### src/rtl/alu_pkg.sv
// Shared op codes and FSM state encoding for the ALU execute stage.
package alu_pkg;

  localparam logic [3:0] OP_ADD = 4'b0000;
  localparam logic [3:0] OP_SUB = 4'b0001;
  localparam logic [3:0] OP_AND = 4'b0010;
  localparam logic [3:0] OP_OR  = 4'b0011;
  localparam logic [3:0] OP_SLT = 4'b0100;
  localparam logic [3:0] OP_NOR = 4'b0101;
  localparam logic [3:0] OP_MUL = 4'b0110;
  localparam logic [3:0] OP_DIV = 4'b0111;

  typedef enum logic [1:0] {
    IDLE = 2'd0,
    EXEC = 2'd1,
    FIN  = 2'd2
  } state_t;

endpackage

### src/rtl/alu_exec_unit_if.sv
// start/busy/done handshake plus operand and result bus of the execute stage.
interface alu_exec_unit_if #(
  parameter int WIDTH = 32
);
  logic             start;
  logic [3:0]       aluoperation;
  logic [WIDTH-1:0] a;
  logic [WIDTH-1:0] b;
  logic [WIDTH-1:0] result;
  logic             zero;
  logic             busy;
  logic             done;

  modport master (output start, aluoperation, a, b, input result, zero, busy, done);
  modport slave  (input start, aluoperation, a, b, output result, zero, busy, done);
endinterface

### src/rtl/alu_seq_muldiv.sv
// Iterative shift-add multiplier; restoring divider added when ALU_EXEC_DIV_EN is defined.
module alu_seq_muldiv #(
  parameter int WIDTH = 32,
  parameter int CNT_W = $clog2(WIDTH) + 1
) (
  input  logic             clk,
  input  logic             rst,
  input  logic             start,
  input  logic             is_div,
  input  logic [WIDTH-1:0] a,
  input  logic [WIDTH-1:0] b,
  output logic [WIDTH-1:0] value,
  output logic             finished
);

  logic [WIDTH-1:0] acc, mcand, mplier;
  logic [WIDTH-1:0] acc_nxt, mcand_nxt, mplier_nxt;
  logic [CNT_W-1:0] cnt;
  logic             active;
  logic             div_q;

  // finished flags the cycle in which the last iteration is applied
  assign finished = active && (cnt == CNT_W'(WIDTH - 1));

`ifdef ALU_EXEC_DIV_EN
  logic [WIDTH:0] shifted, diff;

  assign value = div_q ? mplier : acc;

  // For division: acc is the partial remainder, mplier shifts the dividend out and the quotient in
  always_comb begin
    acc_nxt    = acc;
    mcand_nxt  = mcand << 1;
    mplier_nxt = mplier >> 1;
    shifted    = {acc, mplier[WIDTH-1]};
    diff       = shifted - {1'b0, mcand};
    if (div_q) begin
      mcand_nxt = mcand;
      if (!diff[WIDTH]) begin
        acc_nxt    = diff[WIDTH-1:0];
        mplier_nxt = {mplier[WIDTH-2:0], 1'b1};
      end else begin
        acc_nxt    = shifted[WIDTH-1:0];
        mplier_nxt = {mplier[WIDTH-2:0], 1'b0};
      end
    end else if (mplier[0]) begin
      acc_nxt = acc + mcand;
    end
  end
`else
  logic unused_is_div;

  assign unused_is_div = is_div;
  assign value         = acc;

  always_comb begin
    acc_nxt    = acc;
    mcand_nxt  = mcand << 1;
    mplier_nxt = mplier >> 1;
    if (mplier[0]) acc_nxt = acc + mcand;
  end
`endif

  always_ff @(posedge clk or posedge rst) begin
    if (rst) begin
      acc    <= '0;
      mcand  <= '0;
      mplier <= '0;
      cnt    <= '0;
      active <= 1'b0;
      div_q  <= 1'b0;
    end else if (start) begin
      acc    <= '0;
      mcand  <= is_div ? b : a;
      mplier <= is_div ? a : b;
      cnt    <= '0;
      active <= 1'b1;
      div_q  <= is_div;
    end else if (active) begin
      acc    <= acc_nxt;
      mcand  <= mcand_nxt;
      mplier <= mplier_nxt;
      cnt    <= cnt + 1'b1;
      if (finished) active <= 1'b0;
    end
  end

endmodule

### src/rtl/alu_exec_unit.sv
// ALU execute stage: handshake FSM, single-cycle op mux and registered result/zero.
// Op 0111 is a divide when ALU_EXEC_DIV_EN is defined, otherwise it executes as ADD.
module alu_exec_unit
  import alu_pkg::*;
#(
  parameter int WIDTH = 32,
  parameter int CNT_W = $clog2(WIDTH) + 1
) (
  input logic             clk,
  input logic             rst,
  alu_exec_unit_if.slave  bus
);

  state_t           state_q, state_d;
  logic [3:0]       op_q;
  logic [WIDTH-1:0] a_q, b_q;
  logic             seq_op_q;
  logic [WIDTH-1:0] result_q;
  logic             zero_q, busy_q, done_q;
  logic             accept, seq_start, is_seq_op, is_div;
  logic             seq_finished;
  logic [WIDTH-1:0] seq_val, simple_val, fin_val;

  assign bus.result = result_q;
  assign bus.zero   = zero_q;
  assign bus.busy   = busy_q;
  assign bus.done   = done_q;

`ifdef ALU_EXEC_DIV_EN
  assign is_div = (bus.aluoperation == OP_DIV);
`else
  assign is_div = 1'b0;
`endif
  assign is_seq_op = (bus.aluoperation == OP_MUL) || is_div;

  // busy_q stays high through the done cycle, so a new start waits one extra cycle
  always_comb begin
    state_d   = state_q;
    accept    = 1'b0;
    seq_start = 1'b0;
    case (state_q)
      IDLE: begin
        if (bus.start && !busy_q) begin
          accept = 1'b1;
          if (is_seq_op) begin
            seq_start = 1'b1;
            state_d   = EXEC;
          end else begin
            state_d = FIN;
          end
        end
      end
      EXEC:    if (seq_finished) state_d = FIN;
      FIN:     state_d = IDLE;
      default: state_d = IDLE;
    endcase
  end

  always_comb begin
    case (op_q)
      OP_SUB:  simple_val = a_q - b_q;
      OP_AND:  simple_val = a_q & b_q;
      OP_OR:   simple_val = a_q | b_q;
      OP_SLT:  simple_val = {{(WIDTH-1){1'b0}}, ($signed(a_q) < $signed(b_q))};
      OP_NOR:  simple_val = ~(a_q | b_q);
      default: simple_val = a_q + b_q;
    endcase
  end

  assign fin_val = seq_op_q ? seq_val : simple_val;

  alu_seq_muldiv #(
    .WIDTH (WIDTH),
    .CNT_W (CNT_W)
  ) u_seq (
    .clk      (clk),
    .rst      (rst),
    .start    (seq_start),
    .is_div   (is_div),
    .a        (bus.a),
    .b        (bus.b),
    .value    (seq_val),
    .finished (seq_finished)
  );

  always_ff @(posedge clk or posedge rst) begin
    if (rst) begin
      state_q  <= IDLE;
      op_q     <= '0;
      a_q      <= '0;
      b_q      <= '0;
      seq_op_q <= 1'b0;
      result_q <= '0;
      zero_q   <= 1'b1;
      busy_q   <= 1'b0;
      done_q   <= 1'b0;
    end else begin
      state_q <= state_d;
      done_q  <= (state_q == FIN);
      busy_q  <= accept || (state_q == EXEC) || (state_q == FIN);
      if (accept) begin
        op_q     <= bus.aluoperation;
        a_q      <= bus.a;
        b_q      <= bus.b;
        seq_op_q <= is_seq_op;
      end
      if (state_q == FIN) begin
        result_q <= fin_val;
        zero_q   <= (fin_val == '0);
      end
    end
  end

endmodule

### src/flat_wrapper.sv
// flat-port wrapper written by rule: the top's interface ports become plain ports
module alu_exec_unit_flat import alu_pkg::*;
#(
  parameter int WIDTH = 32,
  parameter int CNT_W = $clog2(WIDTH) + 1
)
  (clk, rst, bus_start, bus_aluoperation, bus_a, bus_b, bus_result, bus_zero, bus_busy, bus_done);
  alu_exec_unit_if #(.WIDTH(WIDTH)) bus_i ();
  input logic clk;
  input logic rst;
  input wire logic [$bits(bus_i.start)-1:0] bus_start;
  input wire logic [$bits(bus_i.aluoperation)-1:0] bus_aluoperation;
  input wire logic [$bits(bus_i.a)-1:0] bus_a;
  input wire logic [$bits(bus_i.b)-1:0] bus_b;
  output wire logic [$bits(bus_i.result)-1:0] bus_result;
  output wire logic [$bits(bus_i.zero)-1:0] bus_zero;
  output wire logic [$bits(bus_i.busy)-1:0] bus_busy;
  output wire logic [$bits(bus_i.done)-1:0] bus_done;
  assign bus_i.start = bus_start;
  assign bus_i.aluoperation = bus_aluoperation;
  assign bus_i.a = bus_a;
  assign bus_i.b = bus_b;
  assign bus_result = bus_i.result;
  assign bus_zero = bus_i.zero;
  assign bus_busy = bus_i.busy;
  assign bus_done = bus_i.done;
  alu_exec_unit #(.WIDTH(WIDTH), .CNT_W(CNT_W)) u_core (.clk(clk), .rst(rst), .bus(bus_i));
endmodule
### config.mk
export PLATFORM = sky130hd
export DESIGN_NAME = alu_exec_unit_flat
export DESIGN_NICKNAME = d
export VERILOG_FILES = /design/src/rtl/alu_pkg.sv /design/src/rtl/alu_exec_unit_if.sv /design/src/rtl/alu_seq_muldiv.sv /design/src/rtl/alu_exec_unit.sv /design/src/flat_wrapper.sv
export SDC_FILE = /design/constraint.sdc
export NUM_CORES = 1
export LEC_CHECK = 0
export CAP_MARGIN = 10
export CORE_UTILIZATION = 40
export CTS_CLUSTER_DIAMETER = 30
export DETAILED_ROUTE_END_ITERATION = 6
export DONT_BUFFER_PORTS = 1
export PLACE_DENSITY = 0.57
export SYNTH_ARGS = -nofsm -noshare
export SYNTH_HDL_FRONTEND = slang
export SYNTH_HIERARCHICAL = 1
export SYNTH_SLANG_ARGS = --single-unit
### constraint.sdc
create_clock -name clk -period 8.8 [get_ports clk]
set_clock_uncertainty 0.15 [all_clocks]
set_input_delay 1.76 -clock clk [delete_from_list [all_inputs] [get_ports clk]]
set_output_delay 1.76 -clock clk [all_outputs]
set_load 0.05 [all_outputs]
Fig. 1: run 1, M4 wires
The bar under the picture is 50 µm long.
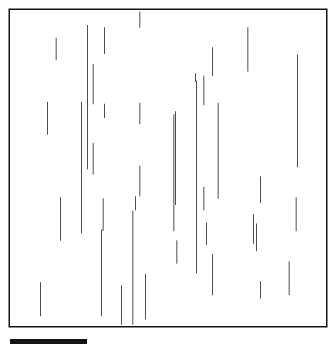
The longest straight run is 124 µm. The wires run mostly vertical. The layer carries 1240 µm of wire. The layer holds 2.3% of the routed length.
wire length after detailed routing: 54800 µm
DR vias: 15.0k

Fig. 2: run 1, selected gate families
The bar under the picture is 50 µm long.
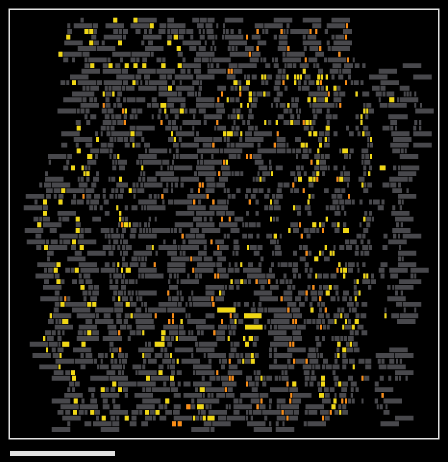
Key: inv cells = orange [cells 118, most used inv_1]; nor cells = yellow [cells 248, most used nor2_1, where all over the die]
most common cell after layout, fill and taps aside: sky130_fd_sc_hd__nand2_1
fraction of area in multi-input gates: 55.6%
Finished Layout Cells: 2517

==> notes.md, run 1 <==
Main metrics from the flow reports.

The worst-skew pair later-pin latency came out at 590 ps. The clock passes through at most 3 buffers. The main area contributors are sky130_fd_sc_hd__dfrtp_1 32%, sky130_fd_sc_hd__ha_1 9.7%, sky130_fd_sc_hd__a21oi_1 5.8%. Hold analysis lists the worst path endpoint as u_core/u_seq/mplier[6]$_DFFE_PP0P_. The clock-cell share of area came out at 9.58%. The post-detailed-route DRC marker count came out at 0. The run finished with clean final reports. In this run the worst path has a maximum fanout of 5. The post-cts sizing count came out at 0. Per STA, the endpoint of the critical path is u_core/bus.zero$_DFFE_PP1P_. The share of total power in sequential cells is 22.7%. The count of filler cells inserted in the layout is 3901. The number of cells in the yosys synthesis report is 2006. The timing report attributes the biggest portion of critical-path delay to AND-OR/OR-AND gates. The number of global-route vias before repair came out at 14.3k. The first-pass iteration count of the detailed router is 7.

The power attributed to sequential cells came out at 2.06 mW. According to the timing report, the critical path is launched from u_core/a_q[0]$_DFFE_PP0P_. According to the Yosys statistics, the synthesized design has a chip area of 16400 µm². The async set-reset flop share out of synthesis came out at 100%. The max-capacitance violation count is 0. The largest part of the power goes to combinational cells.

The final-stage net count is 2153. For the clock group, total power comes out at 1.91 mW. The buffering overhead is 0.727%. The overflow left after global routing came out at 0. Global routing used 39.3% of the available met2 tracks. The total power came out at 9.09 mW. The most prevalent standard cell on the critical path is sky130_fd_sc_hd__o21ai_0.

The final cell area excluding filler cells is 18600 µm². The share of synthesized area spent on multiplexers came out at 4.95%. The area taken by sequential standard cells is reported as 5240 µm². The count of warning messages emitted by the tools came out at 92. Leaving out the clock tree, the finished layout contains an inverter count of 118. The report lists the power per cell area as 489 nW/µm². Per the detail_route log, the uppermost layer with routed signals is met5. The relative slew slack is 25.7%.
Fig. 3: run 1, wiring by layer
The bar under the picture is 50 µm long.
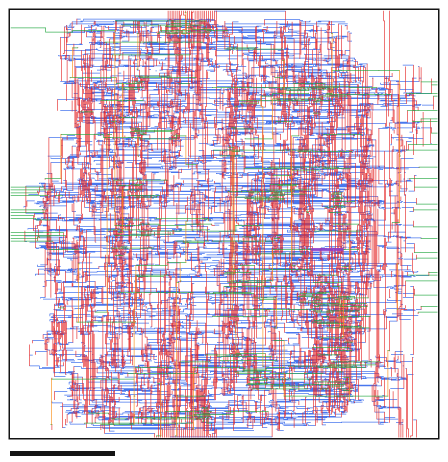
Key: M2 = red [wire length 23.7 mm]; M3 = green [wire length 3930 µm]; M1 = blue [wire length 25.9 mm]; M5 = purple [wire length 13.8 µm]; M4 = orange [wire length 1240 µm]
total routing usage reported by global routing: 26.3%
average wire length per cell after detail routing: 21.8 µm

==> run 1: placed cells by master, fill, tap and decap left out, types with 13 or more instances in the layout <==
master | Yosys | layout
sky130_fd_sc_hd__inv_1 | 117 | 114
sky130_fd_sc_hd__nand3_1 | 35 | 35
sky130_fd_sc_hd__buf_4 | 0 | 18
sky130_fd_sc_hd__clkbuf_16 | 0 | 52
sky130_fd_sc_hd__mux2i_1 | 70 | 70
sky130_fd_sc_hd__a21oi_1 | 192 | 192
sky130_fd_sc_hd__nor3_1 | 33 | 32
sky130_fd_sc_hd__a211oi_1 | 98 | 98
sky130_fd_sc_hd__o21ai_0 | 159 | 159
sky130_fd_sc_hd__o211ai_1 | 26 | 26
sky130_fd_sc_hd__ha_1 | 128 | 128
sky130_fd_sc_hd__nand2_1 | 238 | 238
sky130_fd_sc_hd__nor2_1 | 113 | 112
sky130_fd_sc_hd__a31oi_1 | 13 | 13
sky130_fd_sc_hd__o31ai_1 | 16 | 16
sky130_fd_sc_hd__dfrtp_1 | 208 | 207
sky130_fd_sc_hd__xor2_1 | 13 | 13
sky130_fd_sc_hd__nand2b_1 | 18 | 17
sky130_fd_sc_hd__nand4_1 | 22 | 22
sky130_fd_sc_hd__nor2b_1 | 76 | 76
sky130_fd_sc_hd__xnor2_1 | 26 | 26
sky130_fd_sc_hd__a21o_1 | 20 | 20
==> run 1: registers in the layout, indices dropped and copies added (netlist names) <==
signal,cells
u_core/bus.busy,1
u_core/u_seq/mcand,32
u_core/u_seq/active,1
u_core/op_q,4
u_core/seq_op_q,1
u_core/state_q,2
u_core/a_q,32
u_core/u_seq/value,32
u_core/u_seq/mplier,32
u_core/bus.done,1
u_core/bus.zero,1
u_core/u_seq/cnt,6
u_core/b_q,32
u_core/bus.result,32
Fig. 4: run 1, cell classes on the final placement
The bar under the picture is 50 µm long. Fill, decap, tap and diode cells in grey.
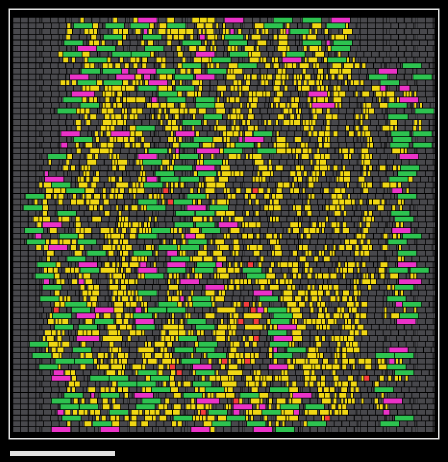

--- run 2 (diff from run 1) ---
--- a/config.mk
+++ b/config.mk
@@ -10,7 +10,7 @@
 export CTS_CLUSTER_DIAMETER = 30
 export DETAILED_ROUTE_END_ITERATION = 6
 export DONT_BUFFER_PORTS = 1
-export PLACE_DENSITY = 0.57
+export PLACE_DENSITY = 0.59
 export SYNTH_ARGS = -nofsm -noshare
 export SYNTH_HDL_FRONTEND = slang
 export SYNTH_HIERARCHICAL = 1
==> constraint.sdc (replaced) <==
create_clock -name clk -period 3.99 [get_ports clk]
set_clock_uncertainty 0.15 [all_clocks]
set_input_delay 0.798 -clock clk [delete_from_list [all_inputs] [get_ports clk]]
set_output_delay 0.798 -clock clk [all_outputs]
set_load 0.05 [all_outputs]
Fig. 5: run 2, cell classes on the final placement
The bar under the picture is 50 µm long. Fill, decap, tap and diode cells in grey.
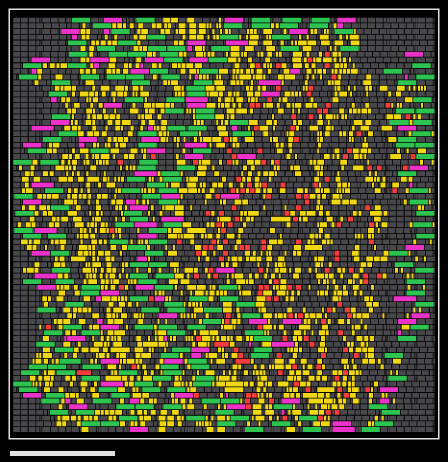
Key: clock drivers and dummy loads = magenta [cells 98, share of their area 10%]; sequential cells = green [cells 209, share of their area 27%]; remaining buffers and delay cells = red [cells 150, share of their area 6.0%]; remaining logic cells = yellow [cells 1671, share of their area 57%]
placeable core area: 40100 µm²
Design Area, Final: 20000 µm²
final core utilization: 50.0%
Seq/total area: 26.1%

==> notes.md, run 2 <==
Main metrics from the flow reports.

The max-capacitance violation count came out at 0 (unchanged). Crit-path cells: inv_1 > ha_4 > buf_4 > or4_4 > or4_4 > o221ai_4 > a31oi_1 > o22a_1 > o211a_1 > a221o_1 > and4_1 > nand4_1 > and4b_1 > a32o_1 (was inv_1 > ha_1 > inv_1 > fa_1 > nor2b_1 > o21ai_0 > a21oi_2 > o31ai_1 > a21oi_1 > o21ai_0 > o21ai_0 > a2bb2oi_1 > nor4b_1 > and4b_1 > a32o_1). The area fraction in full adders, half adders and majority gates is 10.1% (unchanged).

The family with the most delay on the worst path is simple AND/OR/NAND/NOR gates (was AND-OR/OR-AND gates). The met2 track demand over resource came to 40.6% (was 39.3%). The relative slew slack is 41.8% (was 25.7%). The share of total power in sequential cells came out at 19.7% (was 22.7%). The highest metal layer with signal wires is met4 (was met5). The proportion of total power due to net switching came out at 47.6% (was 50.2%). The worst-skew pair later-pin latency came out at 590 ps (about the same).

The total number of vias came to 15.8k (was 15.0k). The async set-reset flop share out of synthesis is 100% (unchanged). The number of global-route vias before repair is 15.0k (was 14.3k).

The area taken by flip-flops and latches is 5240 µm² (unchanged). The post-synthesis register bit count is 209 (unchanged). The post-synthesis chip area from yosys is 16400 µm² (unchanged).

The mean number of vias per cell came out at 5.96 (was 5.97). The clock distribution power came out at 4.82 mW (was 1.91 mW). The overflow left after global routing is 0 (unchanged).

The most common cell after layout, fill and taps aside is sky130_fd_sc_hd__nand2_1 (unchanged). The hold-fix buffer count after cts is 0 (unchanged). The global routing usage on met1 came out at 41.8% (was 38.9%). Commonest cells after routing, fill and taps aside: 238 x sky130_fd_sc_hd__nand2_1, 207 x sky130_fd_sc_hd__dfrtp_1, 189 x sky130_fd_sc_hd__a21oi_1 (was 238 x sky130_fd_sc_hd__nand2_1, 207 x sky130_fd_sc_hd__dfrtp_1, 192 x sky130_fd_sc_hd__a21oi_1). The power density of the placed cells came out at 1150 nW/µm² (was 489 nW/µm²). The count of filler cells inserted in the layout is 3815 (was 3901).

The critical path capture point type is a flop (unchanged). Cell types with the largest area share after synthesis: sky130_fd_sc_hd__dfrtp_1 32%, sky130_fd_sc_hd__ha_1 9.7%, sky130_fd_sc_hd__a21oi_1 5.8% (unchanged). The number of placed I/O pins came out at 106 (unchanged).

The detailed-route wire length came out at 58500 µm (was 54800 µm). The synthesis-to-layout area growth is 21.9% (was 13.0%). The routed length per instance is 22.1 µm (was 21.8 µm). The share of synthesized area spent on multiplexers is 4.95% (unchanged). The violation count after the first detailed-routing iteration is 1414 (was 1355). The power attributed to sequential cells came to 4.53 mW (was 2.06 mW). The first-pass iteration count of the detailed router came out at 5 (was 7). The most prevalent standard cell on the critical path is sky130_fd_sc_hd__or4_4 (was sky130_fd_sc_hd__o21ai_0). The maximum count of clock buffers along a single path came to 3 (unchanged).

The part of the Yosys area used for sequential elements is 31.8% (unchanged). The dominant kind of combinational cell is AND-OR/OR-AND gates (unchanged). The number of cells in the yosys synthesis report was 2006 (unchanged). The total global routing track utilization came out at 28.0% (was 26.3%). The final-stage net count came out at 2287 (was 2153). The top fanout value on the critical path came to 4 (was 5).

The post-detailed-route DRC marker count came to 0 (unchanged). The count of warning messages emitted by the tools was 92 (unchanged). Status: finished clean (unchanged). The most area-hungry cell type in the Yosys netlist is sky130_fd_sc_hd__dfrtp_1 (unchanged).

The power group with the highest consumption was combinational cells (unchanged).
[run 2: cell types whose count changed in the layout (fill, tap and decap cells not counted), sizes merged]
cell,before,now
buf,18,150
bufinv,5,13
clkinv,21,15
clkbuf,59,63
inv,120,118
[run 2: cell type report]
cell class / instances / area share (%)
Clock inverter: 35 / 2.95
Multi-Input combinational cell: 1553 / 52.4
Timing Repair Buffer: 150 / 5.81
Sequential cell: 209 / 26.1
Tap cell: 525 / 3.28
Clock buffer: 63 / 7.15
Inverter: 118 / 2.25
[run 2: through the flow]
step	setup TNS, ps	std cells	power, mW	cell area [µm²]
floorplan	0	2006	12.5	16400
global placement	-36.3	2554	17.4	17800
detailed placement	-15.0	2554	17.5	17800
CTS	0	2652	22.5	19800
global route	-5.83	2653	24.6	20000
finish	0	2653	23.0	20000
[run 2: timing repair]
action | 4_1_cts | 5_1_grt
endpoints found under the hold margin | 0 | 0
cloned | 0 | 0
endpoints found under the setup margin | 1 | 2
gates resized | 2 | 38
pin swaps | 0 | 2
buffers inserted | 0 | 1
[run 2: worst paths after layout]
| check | startpoint | endpoint | slack [ps] | cells after the start |
|---|---|---|---|---|
| min | rst | u_core/u_seq/mplier[1]$_DFFE_PP0P_ | 40 | 1 |
| min reg2reg | u_core/u_seq/mplier[16]$_DFFE_PP0P_ | u_core/u_seq/mplier[15]$_DFFE_PP0P_ | 390 | 2 |
| max in group asynchronous | rst | u_core/a_q[24]$_DFFE_PP0P_ | 2760 | 2 |
| max | u_core/a_q[14]$_DFFE_PP0P_ | u_core/bus.zero$_DFFE_PP1P_ | 150 | 14 |
| min in group clk | bus_a[21] | u_core/a_q[21]$_DFFE_PP0P_ | 180 | 2 |
| max reg2reg | u_core/a_q[14]$_DFFE_PP0P_ | u_core/bus.zero$_DFFE_PP1P_ | 150 | 14 |
Fig. 6: run 2, M4 wires
The bar under the picture is 50 µm long.
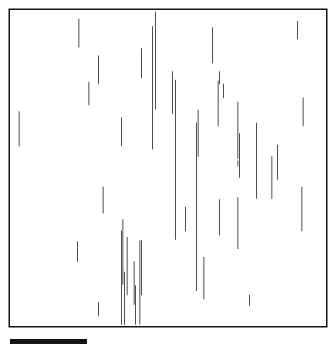

--- run 3 (diff from run 2) ---
--- a/config.mk
+++ b/config.mk
@@ -6,10 +6,12 @@
 export NUM_CORES = 1
 export LEC_CHECK = 0
 export CAP_MARGIN = 10
+export CORE_MARGIN = 3
 export CORE_UTILIZATION = 40
 export CTS_CLUSTER_DIAMETER = 30
 export DETAILED_ROUTE_END_ITERATION = 6
 export DONT_BUFFER_PORTS = 1
+export GPL_TIMING_DRIVEN = 1
 export PLACE_DENSITY = 0.59
 export SYNTH_ARGS = -nofsm -noshare
 export SYNTH_HDL_FRONTEND = slang
Fig. 7: run 3, M4 wires
The bar under the picture is 50 µm long.
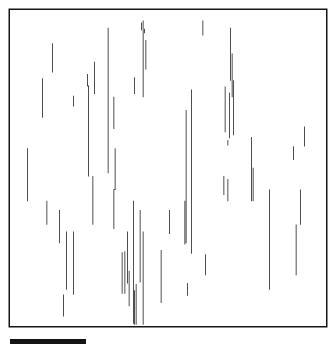
The layer carries 1650 µm of wire. The longest straight run is 108 µm. 33 nets have wire on it. The wires run mostly vertical. The layer holds 2.9% of the routed length.
wire length after detailed routing: 57900 µm
DR vias: 15.6k

==> notes.md, run 3 <==
Main metrics from the flow reports.

Status: finished, violations left (was finished clean). The final reports fail on hold timing. Commonest cells after routing, fill and taps aside: 238 x sky130_fd_sc_hd__nand2_1, 207 x sky130_fd_sc_hd__dfrtp_1, 188 x sky130_fd_sc_hd__a21oi_1 (was 238 x sky130_fd_sc_hd__nand2_1, 207 x sky130_fd_sc_hd__dfrtp_1, 189 x sky130_fd_sc_hd__a21oi_1). The mean number of vias per cell is 5.96 (about the same). The final cell area excluding filler cells is 19800 µm² (was 20000 µm²). The critical path capture point type is a flop (unchanged). The share of total power in sequential cells is 20.3% (was 19.7%). The number of global-route vias before repair is 14.9k (was 15.0k). The number of setup buffers added after CTS came out at 0 (unchanged). The synthesis-to-layout area growth is 20.2% (was 21.9%). The area fraction in full adders, half adders and majority gates is 10.1% (unchanged). The number of cells in the yosys synthesis report is 2006 (unchanged).

The final-layout worst hold slack is -4.56 ps (was 35.1 ps). The hold-fix buffer count after cts is 0 (unchanged). The post-detailed-route DRC marker count came out at 0 (unchanged). The dominant kind of combinational cell is AND-OR/OR-AND gates (unchanged). Cell types with the largest area share after synthesis: sky130_fd_sc_hd__dfrtp_1 32%, sky130_fd_sc_hd__ha_1 9.7%, sky130_fd_sc_hd__a21oi_1 5.8% (unchanged).

The number of placed I/O pins was 106 (unchanged). The highest metal layer with signal wires is met4 (unchanged). The family with the most delay on the worst path is simple AND/OR/NAND/NOR gates (unchanged). The final hold violation count was 3 (was 0). The met2 track demand over resource came out at 38.0% (was 40.6%). The overflow left after global routing was 0 (unchanged).
==> run 3: area by class of cell <==
cell class	count	area, µm²
Fill cell	3893	20400
Tap cell	525	657
Timing Repair Buffer	116	908
Clock buffer	71	1550
Inverter	118	450
Multi-Input combinational cell	1553	10500
Sequential cell	209	5240
Clock inverter	29	482
==> run 3: worst reg2reg max path: stages (launching register included) <==
cell	delay, ps
sky130_fd_sc_hd__dfrtp_1	370
sky130_fd_sc_hd__inv_1	80
sky130_fd_sc_hd__ha_2	320
sky130_fd_sc_hd__or3b_2	490
sky130_fd_sc_hd__and3_2	240
sky130_fd_sc_hd__a21oi_4	230
sky130_fd_sc_hd__buf_4	150
sky130_fd_sc_hd__nor2_1	70
sky130_fd_sc_hd__or3_1	360
sky130_fd_sc_hd__a32o_1	290
sky130_fd_sc_hd__o2111ai_2	190
sky130_fd_sc_hd__and4b_1	210
sky130_fd_sc_hd__nand4_1	140
sky130_fd_sc_hd__and4b_1	210
sky130_fd_sc_hd__a32o_1	250
==> run 3: final timing paths <==
check | start | end | slack (ps) | cells after the start
setup reg to reg | u_core/a_q[4]$_DFFE_PP0P_ | u_core/bus.zero$_DFFE_PP1P_ | 150 | 14
max in group asynchronous | rst | u_core/b_q[29]$_DFFE_PP0P_ | 2560 | 2
min in group clk | bus_a[12] | u_core/a_q[12]$_DFFE_PP0P_ | 170 | 2
setup / recovery | u_core/a_q[4]$_DFFE_PP0P_ | u_core/bus.zero$_DFFE_PP1P_ | 150 | 14
hold / removal | rst | u_core/u_seq/mplier[1]$_DFFE_PP0P_ | -5 | 1
hold reg to reg | u_core/u_seq/mplier[18]$_DFFE_PP0P_ | u_core/u_seq/mplier[17]$_DFFE_PP0P_ | 390 | 2
Power figures rest on the tool's default switching activity, not on a simulated workload.
